File: src/rtl/tlb_ctrl.sv
// tlb_ctrl: round-robin sequencer between two translation requesters and a shared
// set-associative TLB array; on a miss it walks, fills a victim way and responds.
//  state     | meaning
//  IDLE      | arbitrate and accept one request
//  LOOKUP    | lookup address/PCID presented to the array
//  CHECK     | array result valid; hit -> RESP, miss -> WALK_REQ
//  WALK_REQ  | walk request held until the walker accepts
//  WALK_WAIT | waiting for the walk result
//  FILL      | one-cycle write of the walk result into the victim way
//  RESP      | one-cycle response pulse
module tlb_ctrl #(
  parameter int VA_W   = 64,
  parameter int PCID_W = 12,
  parameter int PG_OFF = 12,
  parameter int WAYS   = 8,
  parameter int WAY_W  = 3
) (
  input  logic                   clk,
  input  logic                   rst,
  input  logic [1:0]             req_valid,
  output logic [1:0]             req_ready,
  input  logic [VA_W-1:0]        req_vaddr0,
  input  logic [VA_W-1:0]        req_vaddr1,
  input  logic [PCID_W-1:0]      req_pcid0,
  input  logic [PCID_W-1:0]      req_pcid1,
  output logic                   resp_valid,
  output logic                   resp_id,
  output logic [VA_W-1:0]        resp_paddr,
  output logic                   resp_fault,
  output logic [VA_W-1:0]        lk_addr,
  output logic [PCID_W-1:0]      lk_pcid,
  input  logic [VA_W-1:0]        lk_paddr,
  input  logic [WAYS-1:0]        lk_hit,
  output logic                   walk_valid,
  input  logic                   walk_ready,
  output logic [VA_W-PG_OFF-1:0] walk_vpn,
  output logic [PCID_W-1:0]      walk_pcid,
  input  logic                   walk_done,
  input  logic [VA_W-PG_OFF-1:0] walk_ppn,
  input  logic                   walk_fault,
  output logic                   fill_en,
  output logic [WAY_W-1:0]       fill_way,
  output logic [VA_W-PG_OFF-1:0] fill_vpn,
  output logic [PCID_W-1:0]      fill_pcid,
  output logic [VA_W-PG_OFF-1:0] fill_ppn
);

  typedef enum logic [2:0] {
    IDLE, LOOKUP, CHECK, WALK_REQ, WALK_WAIT, FILL, RESP
  } state_t;

  state_t                 state, state_d;
  logic                   gnt_id;
  logic                   ptr;
  logic [WAY_W-1:0]       victim;
  logic [VA_W-1:0]        vaddr_q;
  logic [PCID_W-1:0]      pcid_q;
  logic                   id_q;
  logic [VA_W-1:0]        paddr_q;
  logic                   fault_q;
  logic [VA_W-PG_OFF-1:0] ppn_q;

  always_ff @(posedge clk or posedge rst) begin
    if (rst) state <= IDLE;
    else     state <= state_d;
  end

  always_comb begin
    state_d   = state;
    req_ready = 2'b00;
    gnt_id    = 1'b0;
    if (req_valid == 2'b10)      gnt_id = 1'b1;
    else if (req_valid == 2'b11) gnt_id = ptr;
    case (state)
      IDLE: begin
        if (|req_valid) begin
          req_ready = gnt_id ? 2'b10 : 2'b01;
          state_d   = LOOKUP;
        end
      end
      LOOKUP:    state_d = CHECK;
      CHECK:     state_d = (|lk_hit) ? RESP : WALK_REQ;
      WALK_REQ:  if (walk_ready) state_d = WALK_WAIT;
      WALK_WAIT: if (walk_done) state_d = walk_fault ? RESP : FILL;
      FILL:      state_d = RESP;
      RESP:      state_d = IDLE;
      default:   state_d = IDLE;
    endcase
  end

  // Latched request, result and victim pointer; all outputs below derive from these.
  always_ff @(posedge clk or posedge rst) begin
    if (rst) begin
      ptr     <= 1'b0;
      victim  <= '0;
      vaddr_q <= '0;
      pcid_q  <= '0;
      id_q    <= 1'b0;
      paddr_q <= '0;
      fault_q <= 1'b0;
      ppn_q   <= '0;
    end else begin
      case (state)
        IDLE: begin
          if (|req_valid) begin
            id_q    <= gnt_id;
            vaddr_q <= gnt_id ? req_vaddr1 : req_vaddr0;
            pcid_q  <= gnt_id ? req_pcid1 : req_pcid0;
            fault_q <= 1'b0;
            if (&req_valid) ptr <= ~ptr;
          end
        end
        CHECK: if (|lk_hit) paddr_q <= lk_paddr;
        WALK_WAIT: begin
          if (walk_done) begin
            if (walk_fault) begin
              fault_q <= 1'b1;
              paddr_q <= '0;
            end else begin
              ppn_q   <= walk_ppn;
              paddr_q <= {walk_ppn, vaddr_q[PG_OFF-1:0]};
            end
          end
        end
        FILL: victim <= (victim == WAY_W'(WAYS-1)) ? '0 : victim + 1'b1;
        default: ;
      endcase
    end
  end

  assign lk_addr    = vaddr_q;
  assign lk_pcid    = pcid_q;
  assign walk_valid = (state == WALK_REQ);
  assign walk_vpn   = vaddr_q[VA_W-1:PG_OFF];
  assign walk_pcid  = pcid_q;
  assign fill_en    = (state == FILL);
  assign fill_way   = victim;
  assign fill_vpn   = vaddr_q[VA_W-1:PG_OFF];
  assign fill_pcid  = pcid_q;
  assign fill_ppn   = ppn_q;
  assign resp_valid = (state == RESP);
  assign resp_id    = id_q;
  assign resp_paddr = paddr_q;
  assign resp_fault = fault_q;

endmodule

File: config.mk
export PLATFORM = sky130hd
export DESIGN_NAME = tlb_ctrl
export DESIGN_NICKNAME = d
export VERILOG_FILES = /design/src/rtl/tlb_ctrl.sv
export SDC_FILE = /design/constraint.sdc
export NUM_CORES = 1
export LEC_CHECK = 0
export CAP_MARGIN = 10
export CELL_PAD_IN_SITES_DETAIL_PLACEMENT = 1
export CELL_PAD_IN_SITES_GLOBAL_PLACEMENT = 2
export CORE_AREA = 2 2 240 242
export DETAILED_ROUTE_END_ITERATION = 6
export DIE_AREA = 0 0 242 244
export PLACE_DENSITY_LB_ADDON = 0.1
export RECOVER_POWER = 50
export SETUP_SLACK_MARGIN = 0.4
export SLEW_MARGIN = 20
export SYNTH_ARGS = -nofsm -noshare
export SYNTH_HDL_FRONTEND = slang
export SYNTH_SLANG_ARGS = --single-unit
export TNS_END_PERCENT = 5
File: constraint.sdc
create_clock -name clk -period 21.2 [get_ports clk]
set_input_delay 4.24 -clock clk [delete_from_list [all_inputs] [get_ports clk]]
set_output_delay 4.24 -clock clk [all_outputs]
set_load 0.1 [all_outputs]
**Run 1: signal wires on met1**

Scale bar: 50 um. Supply wires on this layer in gray.
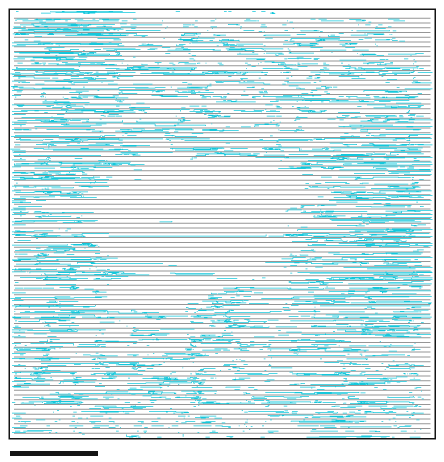
longest straight run	89.7 um
main direction	horizontal
share of all routed wire	41%
wire length on this layer	19300 um
nets with wire on the layer	1471
met1 global-route usage: 0.1851
aggregate routed wire length: 47.41 mm

**Run 1: the metal 2 layer**

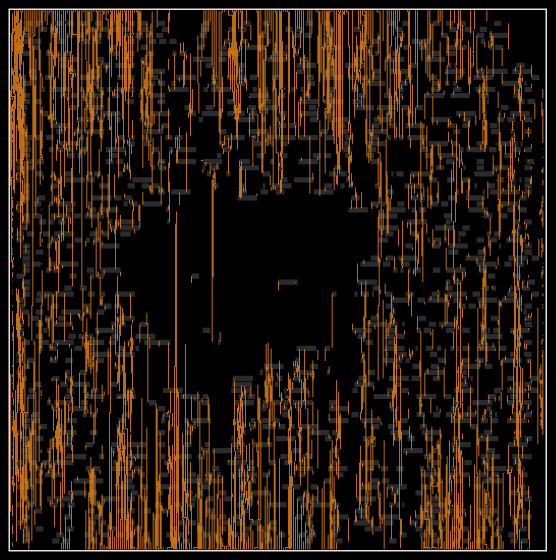
wire length on this layer	23.9 mm
main direction	vertical
longest straight run	152 um
nets with wire on the layer	1480
share of all routed wire	50%

**Run 1: metal 3**

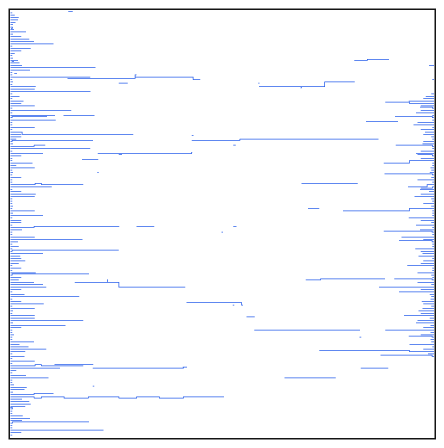
longest straight run	78.9 um
share of all routed wire	7.7%
wire length on this layer	3670 um

==> run 1: state kept, by name, summed over array words and instances (netlist names) <==
signal / count
lk_addr: 64
state: 3
resp_fault: 1
fill_ppn: 52
fill_way: 3
ptr: 1
resp_paddr: 64
fill_pcid: 12
resp_id: 1
==> run 1: cells in the final DEF (no fill, tap or decap), types with 3 or more instances in the layout <==
master	Yosys	final
sky130_fd_sc_hd__buf_4	128	3
sky130_fd_sc_hd__inv_1	5	4
sky130_fd_sc_hd__o21ai_1	17	16
sky130_fd_sc_hd__and2_0	76	76
sky130_fd_sc_hd__a221o_1	76	76
sky130_fd_sc_hd__o21ai_0	50	50
sky130_fd_sc_hd__clkdlybuf4s50_1	0	602
sky130_fd_sc_hd__mux2_1	8	8
sky130_fd_sc_hd__dfrtp_1	201	201
sky130_fd_sc_hd__nand2_1	68	68
sky130_fd_sc_hd__nor2_1	3	3
sky130_fd_sc_hd__a21oi_1	1	3
sky130_fd_sc_hd__a21o_1	3	3
sky130_fd_sc_hd__nand2b_1	67	67
sky130_fd_sc_hd__dlygate4sd3_1	0	5
sky130_fd_sc_hd__clkbuf_1	28	16
sky130_fd_sc_hd__mux2_2	110	110
sky130_fd_sc_hd__clkbuf_16	0	29
sky130_fd_sc_hd__clkbuf_8	0	12
==> run 1: layout make-up <==
| type | instances | area [sq um] |
|---|---|---|
| repair buffers | 621 | 6141 |
| inverters | 5 | 20.02 |
| clock buffers | 47 | 913.4 |
| clock inverters | 1 | 5.005 |
| diodes | 1 | 2.502 |
| multi-input cells | 503 | 3834 |
| fillers | 6336 | 39280 |
| well taps | 756 | 945.9 |
| flip-flops and latches | 201 | 5030 |
==> run 1: layer usage <==
| metal | wire (um) | part of all wire | up-vias | track usage |
|---|---|---|---|---|
| li1 | - | - | 3922 | - |
| met1 | 19330 | 0.41 | 4227 | 0.1851 |
| met2 | 23910 | 0.50 | 336 | 0.2763 |
| met3 | 3671 | 0.077 | 39 | 0.05136 |
| met4 | 445 | 0.0094 | 8 | 0.02342 |
| met5 | 57 | 0.0012 | - | 0 |
==> run 1: kinds of logic after synthesis <==
family / after synthesis / share of synthesized area
buf+inv: 193 / 0.1261
compound gates: 156 / 0.1185
xor+xnor: 1 / 0.0008659
fa+ha+maj: 2 / 0.002473
simple gates: 225 / 0.1226
flops: 201 / 0.4972
mux: 119 / 0.1323
==> run 1: critical path, stage by stage <==
cell                              delay, ps
sky130_fd_sc_hd__dlygate4sd3_1          680
sky130_fd_sc_hd__nand2_1                 80
sky130_fd_sc_hd__a21oi_1               1050
sky130_fd_sc_hd__clkdlybuf4s50_1       1340
==> flow_summary.json, run 1 <==
{
  "design.final.nets": 1646,
  "timing.final.setup_violations": 0,
  "status": "finished, violations left",
  "ys_ff": 201,
  "slew_viol_final": 454,
  "min-delay-path-class": "register to register",
  "fmaxAchievable_ghz": 0.08587,
  "top_area_cell": "sky130_fd_sc_hd__dfrtp_1",
  "post-route-drc-count": 0,
  "slew-limit-headroom": -1.850,
  "hold-path-endpoint": "resp_id$_DFFE_PP0P_",
  "die_h_um": 244,
  "path_clk_slew_ps": 50,
  "violations": "capacitance limit, slew limit",
  "clock_path_buffers": 3,
  "cts_setup_buffers": 0,
  "io_buffer_count": 612,
  "critical_path.endpoint": "req_ready[1]",
  "vias": 8532,
  "dpl_cell_area_sq_um": 16040,
  "post_synth_instance_area_sq_um": 10120,
  "fin_cells": 2135,
  "post-route-cell-area_sq_um": 16890,
  "ys_dominant_reg_cell": "sky130_fd_sc_hd__dfrtp_1",
  "die_width_um": 242,
  "min-delay-start": "resp_id$_DFFE_PP0P_",
  "overflow": 0,
  "synth-edff-count": 0,
  "drt_iter0_drc": 293,
  "finalCriticalPeriod_ps": 11650,
  "hold_path_depth": 1,
  "fp.dieArea_sq_um": 59050,
  "post_synth_main_area_contributors": "sky130_fd_sc_hd__dfrtp_1 50%, sky130_fd_sc_hd__mux2_2 12%, sky130_fd_sc_hd__buf_4 9.5%, sky130_fd_sc_hd__a221o_1 7.5%, sky130_fd_sc_hd__and2_0 4.7%",
  "critPathLaunchType": "input pin",
  "rsz_0062_raised_after_global_routing": "false",
  "max_cap_viol_count": 7,
  "worst_case_setup_slack_after_placement_ps": 10230,
  "worstReg2RegEnd": "lk_addr[12]$_DFFE_PP0P_"
}
**Run 1: the metal 4 layer**

Supply wires on this layer in gray.
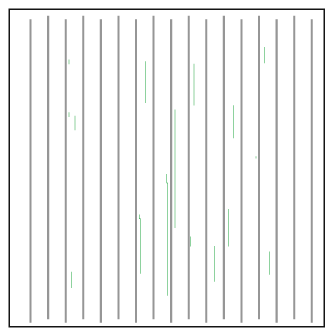

==> run 2, diff against run 1 <==
--- a/config.mk
+++ b/config.mk
@@ -8,9 +8,9 @@
 export CAP_MARGIN = 10
 export CELL_PAD_IN_SITES_DETAIL_PLACEMENT = 1
 export CELL_PAD_IN_SITES_GLOBAL_PLACEMENT = 2
-export CORE_AREA = 2 2 240 242
+export CORE_AREA = 2 2 241 243
 export DETAILED_ROUTE_END_ITERATION = 6
-export DIE_AREA = 0 0 242 244
+export DIE_AREA = 0 0 243 245
 export PLACE_DENSITY_LB_ADDON = 0.1
 export RECOVER_POWER = 50
 export SETUP_SLACK_MARGIN = 0.4
==> constraint.sdc (replaced) <==
create_clock -name clk -period 10.3 [get_ports clk]
set_input_delay 2.06 -clock clk [delete_from_list [all_inputs] [get_ports clk]]
set_output_delay 2.06 -clock clk [all_outputs]
set_load 0.1 [all_outputs]
**Run 2: the metal 4 layer**

Supply wires on this layer in gray.
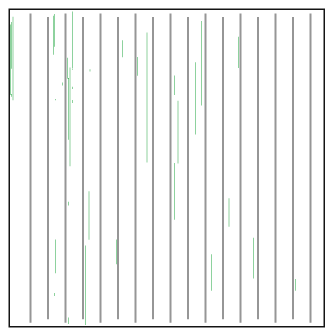
longest straight run	101 um
share of all routed wire	2.2%
nets with wire on the layer	18
main direction	vertical
wire length on this layer	1030 um
via count: 8629
aggregate routed wire length: 46.65 mm

==> run 2 against run 1 <==
The flow still finishes with violations (capacitance limit, slew limit). Clock skew rose by 4.5 ps. Synthesized cell count did not move. Wire length fell by 1.6%. Final area rose by 0.24%. Area after synthesis did not move. First-iteration DRC count fell by 22%. Sequential cell count did not move. Final cell count rose by 0.61%. Largest cell class unchanged.
==> flow_summary.json, run 2 <==
{
  "cp_num_cells": 4,
  "synth_top_cell_by_count": "sky130_fd_sc_hd__dfrtp_1",
  "min-delay-start": "resp_id$_DFFE_PP0P_",
  "grt_util_met1": 0.1748,
  "critical_path.slowest_cell": "sky130_fd_sc_hd__clkdlybuf4s50_1",
  "dpl.cell_count": 2095,
  "gr-usage-met3": 0.05696,
  "post_synth_fa_ha_maj_area_fraction": 0.002473,
  "area.growth.synth_to_final_pct": 67.35,
  "setup.worst_path.class": "input pin to primary output",
  "yosys.area_share.simple": 0.1226,
  "tritoncts_clock_tree": "done",
  "crit_buf_inv": 2,
  "tns_ps": 0,
  "fp.dieArea_sq_um": 59540,
  "instance_count_of_the_mapped_netlist": 897,
  "post_synth_main_area_contributors": "sky130_fd_sc_hd__dfrtp_1 50%, sky130_fd_sc_hd__mux2_2 12%, sky130_fd_sc_hd__buf_4 9.5%, sky130_fd_sc_hd__a221o_1 7.5%, sky130_fd_sc_hd__and2_0 4.7%",
  "fmaxAchievable_ghz": 0.1332,
  "async_flop_share": 1.000,
  "crit_family": "buffers and inverters",
  "die_width_um": 243,
  "worstReg2RegEnd": "lk_addr[19]$_DFFE_PP0P_",
  "timing.final.setup_violations": 0,
  "cp_slowest_stage_delay_ps": 1360,
  "synth.area.mux_share": 0.1323,
  "fin_cells": 2148,
  "global_route.usage.met2": 0.2625,
  "layout.cells.most_common": "sky130_fd_sc_hd__clkdlybuf4s50_1",
  "drt_iter0_drc": 230,
  "avgViaCountPerCell": 4.017,
  "overflow": 0,
  "placementRows": 88,
  "io_buffer_count": 612,
  "seq_area_frac_synth": 0.4972,
  "slew_viol_final": 305,
  "design.final.nets": 1645,
  "slew-limit-headroom": -2.000,
  "critPathLaunchType": "input pin",
  "post_route_cells_drive_above_1_share": 0.1217,
  "rsz_0062_raised_after_global_routing": "false",
  "grt_max_degree": 91,
  "post_synth_instance_area_sq_um": 10120,
  "final_layout_top_logic_cells": "601 x sky130_fd_sc_hd__clkdlybuf4s50_1, 201 x sky130_fd_sc_hd__dfrtp_1, 110 x sky130_fd_sc_hd__mux2_2",
  "clock_path_buffers": 3,
  "status": "finished, violations left",
  "top_area_cell": "sky130_fd_sc_hd__dfrtp_1",
  "min-delay-path-class": "register to register",
  "compound_area_frac": 0.1185,
  "synth-edff-count": 0,
  "ys_ff": 201,
  "post-dp-hpwl_mm": 34.21,
  "globalRoute.busiestLayer": "met2",
  "path_clk_slew_ps": 50,
  "ioPinCount": 613,
  "ys_dominant_reg_cell": "sky130_fd_sc_hd__dfrtp_1",
  "path_max_fanout": 17,
  "hold_path_depth": 1,
  "post-route-drc-count": 0,
  "share_of_the_synthesized_netlist_area_taken_by_xor_and_xnor_gates": 0.0008657,
  "worst_hold_slack_ps": 475.0,
  "die_h_um": 245,
  "violations": "capacitance limit, slew limit",
  "top_logic_kind": "multiplexers",
  "hold-path-endpoint": "resp_id$_DFFE_PP0P_",
  "initial_utilization": 0.1774,
  "grt_pass1_wl_mm": 67.00,
  "finalCriticalPeriod_ps": 7509,
  "cts_setup_buffers": 0,
  "gr-usage-all-layers": 0.1513,
  "cts_inserted_buffers": 28,
  "max_cap_viol_count": 5,
  "path_cells": "dlygate4sd3_1, nand2_1, a21oi_1, clkdlybuf4s50_1"
}
-- run 2: final cells by class --
| class | count | area [sq um] |
|---|---|---|
| diodes | 2 | 5.005 |
| clock buffers | 45 | 885.9 |
| clock inverters | 6 | 36.28 |
| fillers | 6428 | 40100 |
| inverters | 5 | 20.02 |
| multi-input cells | 503 | 3834 |
| flip-flops and latches | 201 | 5030 |
| well taps | 765 | 957.2 |
| repair buffers | 621 | 6163 |
-- run 2: cell families (layout without fill, tap and decap cells) --
| kind of cell | count (synthesis) | in the layout |
|---|---|---|
| flip-flops | 201 | 201 |
| multiplexers | 119 | 119 |
| other | 0 | 2 |
| buffers and inverters | 193 | 677 |
| adder cells (fa/ha/maj) | 2 | 2 |
| AND/OR/NAND/NOR | 225 | 225 |
| AND-OR/OR-AND | 156 | 156 |
| XOR/XNOR | 1 | 1 |
-- run 2: metal layers --
metal | up-vias | wire length (um)
met1 | 4255 | 18490
met5 | - | 109
met3 | 75 | 4030
li1 | 3928 | -
met4 | 18 | 1026
met2 | 353 | 23000
-- run 2: worst max path at each step --
stage / endpoint / from
final: req_ready[0] / req_valid[0]
after global routing: req_ready[0] / req_valid[0]
after CTS: req_ready[0] / req_valid[0]
after detailed placement: req_ready[0] / req_valid[0]
after global placement: req_ready[0] / req_valid[0]
after floorplan: fill_pcid[0]$_DFFE_PP0P_ / rst
-- run 2: stage by stage --
| stage | area (sq um) | setup WS (ps) | utilization |
|---|---|---|---|
| 2_1_floorplan | 10120 | 2758 | - |
| 3_3_place_gp | 16060 | 3638 | 0.2815 |
| 3_5_place_dp | 16060 | 3598 | 0.2815 |
| 4_1_cts | 16980 | 3599 | 0.2977 |
| 5_1_grt | 16930 | 2650 | 0.2968 |
| 6_report | 16930 | 2791 | 0.2969 |
**Run 2: signal wires on met1**

Scale bar: 50 um. Supply wires on this layer in gray.
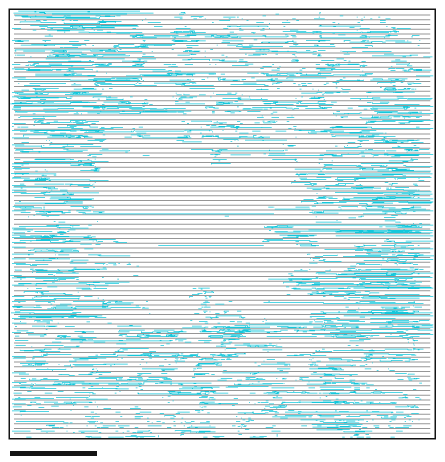

==> run 3, diff against run 2 <==
==> constraint.sdc (replaced) <==
create_clock -name clk -period 6.84 [get_ports clk]
set_input_delay 1.368 -clock clk [delete_from_list [all_inputs] [get_ports clk]]
set_output_delay 1.368 -clock clk [all_outputs]
set_load 0.1 [all_outputs]
**Run 3: signal wires on met1**

Scale bar: 50 um. Supply wires on this layer in gray.
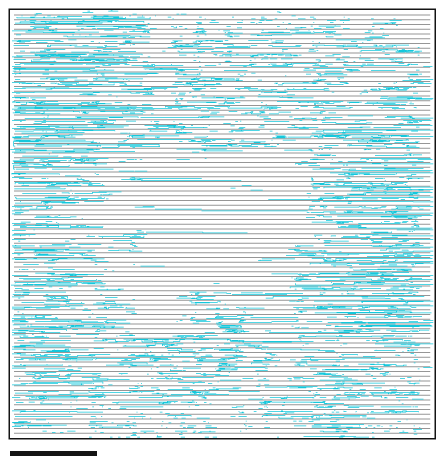
share of all routed wire	40%
wire length on this layer	19300 um
met1 global-route usage: 0.1850
via count: 8602
aggregate routed wire length: 47.83 mm

==> run 3 against run 2 <==
The run still ends with capacitance limit, slew limit left. Highest routed layer unchanged. Die area unchanged. Final cell count barely moved. Sequential share of layout area hardly changed. Register-to-register slack worse by 2500 ps. Core utilization is essentially flat. First-iteration DRC count up 31%. Non-clock buffer count is 2 higher. Critical path depth unchanged. Via count down 0.31%.
==> flow_summary.json, run 3 <==
{
  "status": "finished, violations left",
  "violations": "capacitance limit, slew limit",
  "slew-limit-headroom": -1.201,
  "tritoncts_clock_tree": "done",
  "layout.core_utilization": 0.2970,
  "gr-usage-all-layers": 0.1557,
  "top_area_cell": "sky130_fd_sc_hd__dfrtp_1",
  "overflow": 0,
  "timing.final.setup_violations": 0,
  "rsz_0062_raised_after_global_routing": "false",
  "post-route-drc-count": 0,
  "min-delay-path-class": "register to register",
  "final_layout_top_logic_cells": "603 x sky130_fd_sc_hd__clkdlybuf4s50_1, 201 x sky130_fd_sc_hd__dfrtp_1, 110 x sky130_fd_sc_hd__mux2_2",
  "post_route_cells_drive_above_1_share": 0.1194,
  "avgViaCountPerCell": 4.003,
  "drt_iter0_drc": 302,
  "critPathLaunchType": "input pin",
  "die_h_um": 245,
  "grt_pass1_wl_mm": 68.90,
  "fp.dieArea_sq_um": 59540,
  "grt_max_degree": 134,
  "max_cap_viol_count": 4,
  "path_max_fanout": 10,
  "post_synth_instance_area_sq_um": 10120,
  "slew_viol_final": 224,
  "post-dp-hpwl_mm": 35.44,
  "initial_utilization": 0.1774,
  "finalCriticalPeriod_ps": 5503,
  "post_synth_main_area_contributors": "sky130_fd_sc_hd__dfrtp_1 50%, sky130_fd_sc_hd__mux2_2 12%, sky130_fd_sc_hd__buf_4 9.5%, sky130_fd_sc_hd__a221o_1 7.5%, sky130_fd_sc_hd__and2_0 4.7%",
  "layout.cells.most_common": "sky130_fd_sc_hd__clkdlybuf4s50_1",
  "ys_ff": 201,
  "io_buffer_count": 612,
  "cts_setup_buffers": 0,
  "ys_dominant_reg_cell": "sky130_fd_sc_hd__dfrtp_1",
  "ioPinCount": 613
}
-- run 3: worst max path at each step --
stage	startpoint	end	slack [ps]
after floorplan	req_valid[1]	req_ready[1]	2840
final	req_valid[1]	req_ready[1]	1340
after global routing	req_valid[1]	req_ready[1]	1190
after CTS	req_valid[0]	req_ready[0]	1660
after detailed placement	req_valid[0]	req_ready[0]	1660
after global placement	req_valid[0]	req_ready[0]	1710
-- run 3: logic make-up after synthesis --
kind of cell,Yosys count,synth area share
simple gates,225,0.1226
flops,201,0.4972
buf+inv,193,0.1261
compound gates,156,0.1185
mux,119,0.1323
fa+ha+maj,2,0.002473
xor+xnor,1,0.0008659
-- run 3: metrics by stage --
step                      setup slack (ps)  instance area [sq um]  hold WS (ps)
after floorplan                       2838                  10120         484.4
after global placement                1708                  16060         464.3
after detailed placement              1664                  16090         477.6
after CTS                             1665                  17020         490.1
after global routing                  1186                  16940         506.2
final                                 1337                  16940         490.8
-- run 3: worst max-delay path: stages --
cell	delay (ps)
sky130_fd_sc_hd__dlygate4sd3_1	690
sky130_fd_sc_hd__nand2_1	80
sky130_fd_sc_hd__a21oi_1	700
sky130_fd_sc_hd__clkdlybuf4s50_1	1290
-- run 3: routing by layer --
| layer | vias up | global-route usage | share of wire |
|---|---|---|---|
| li1 | 3940 | - | - |
| met1 | 4255 | 0.1850 | 0.40 |
| met2 | 349 | 0.2760 | 0.50 |
| met3 | 48 | 0.04975 | 0.078 |
| met4 | 10 | 0.02923 | 0.014 |
| met5 | - | 0 | 0.0012 |
-- run 3: area by class of cell --
| cell class | instances | area (sq um) |
|---|---|---|
| multi-input combinational | 503 | 3826 |
| clock buffer | 42 | 834.6 |
| clock inverter | 8 | 97.59 |
| antenna | 2 | 5.005 |
| timing repair buffer | 623 | 6171 |
| inverter | 5 | 20.02 |
| tap | 765 | 957.2 |
| sequential | 201 | 5030 |
| fill | 6383 | 40090 |
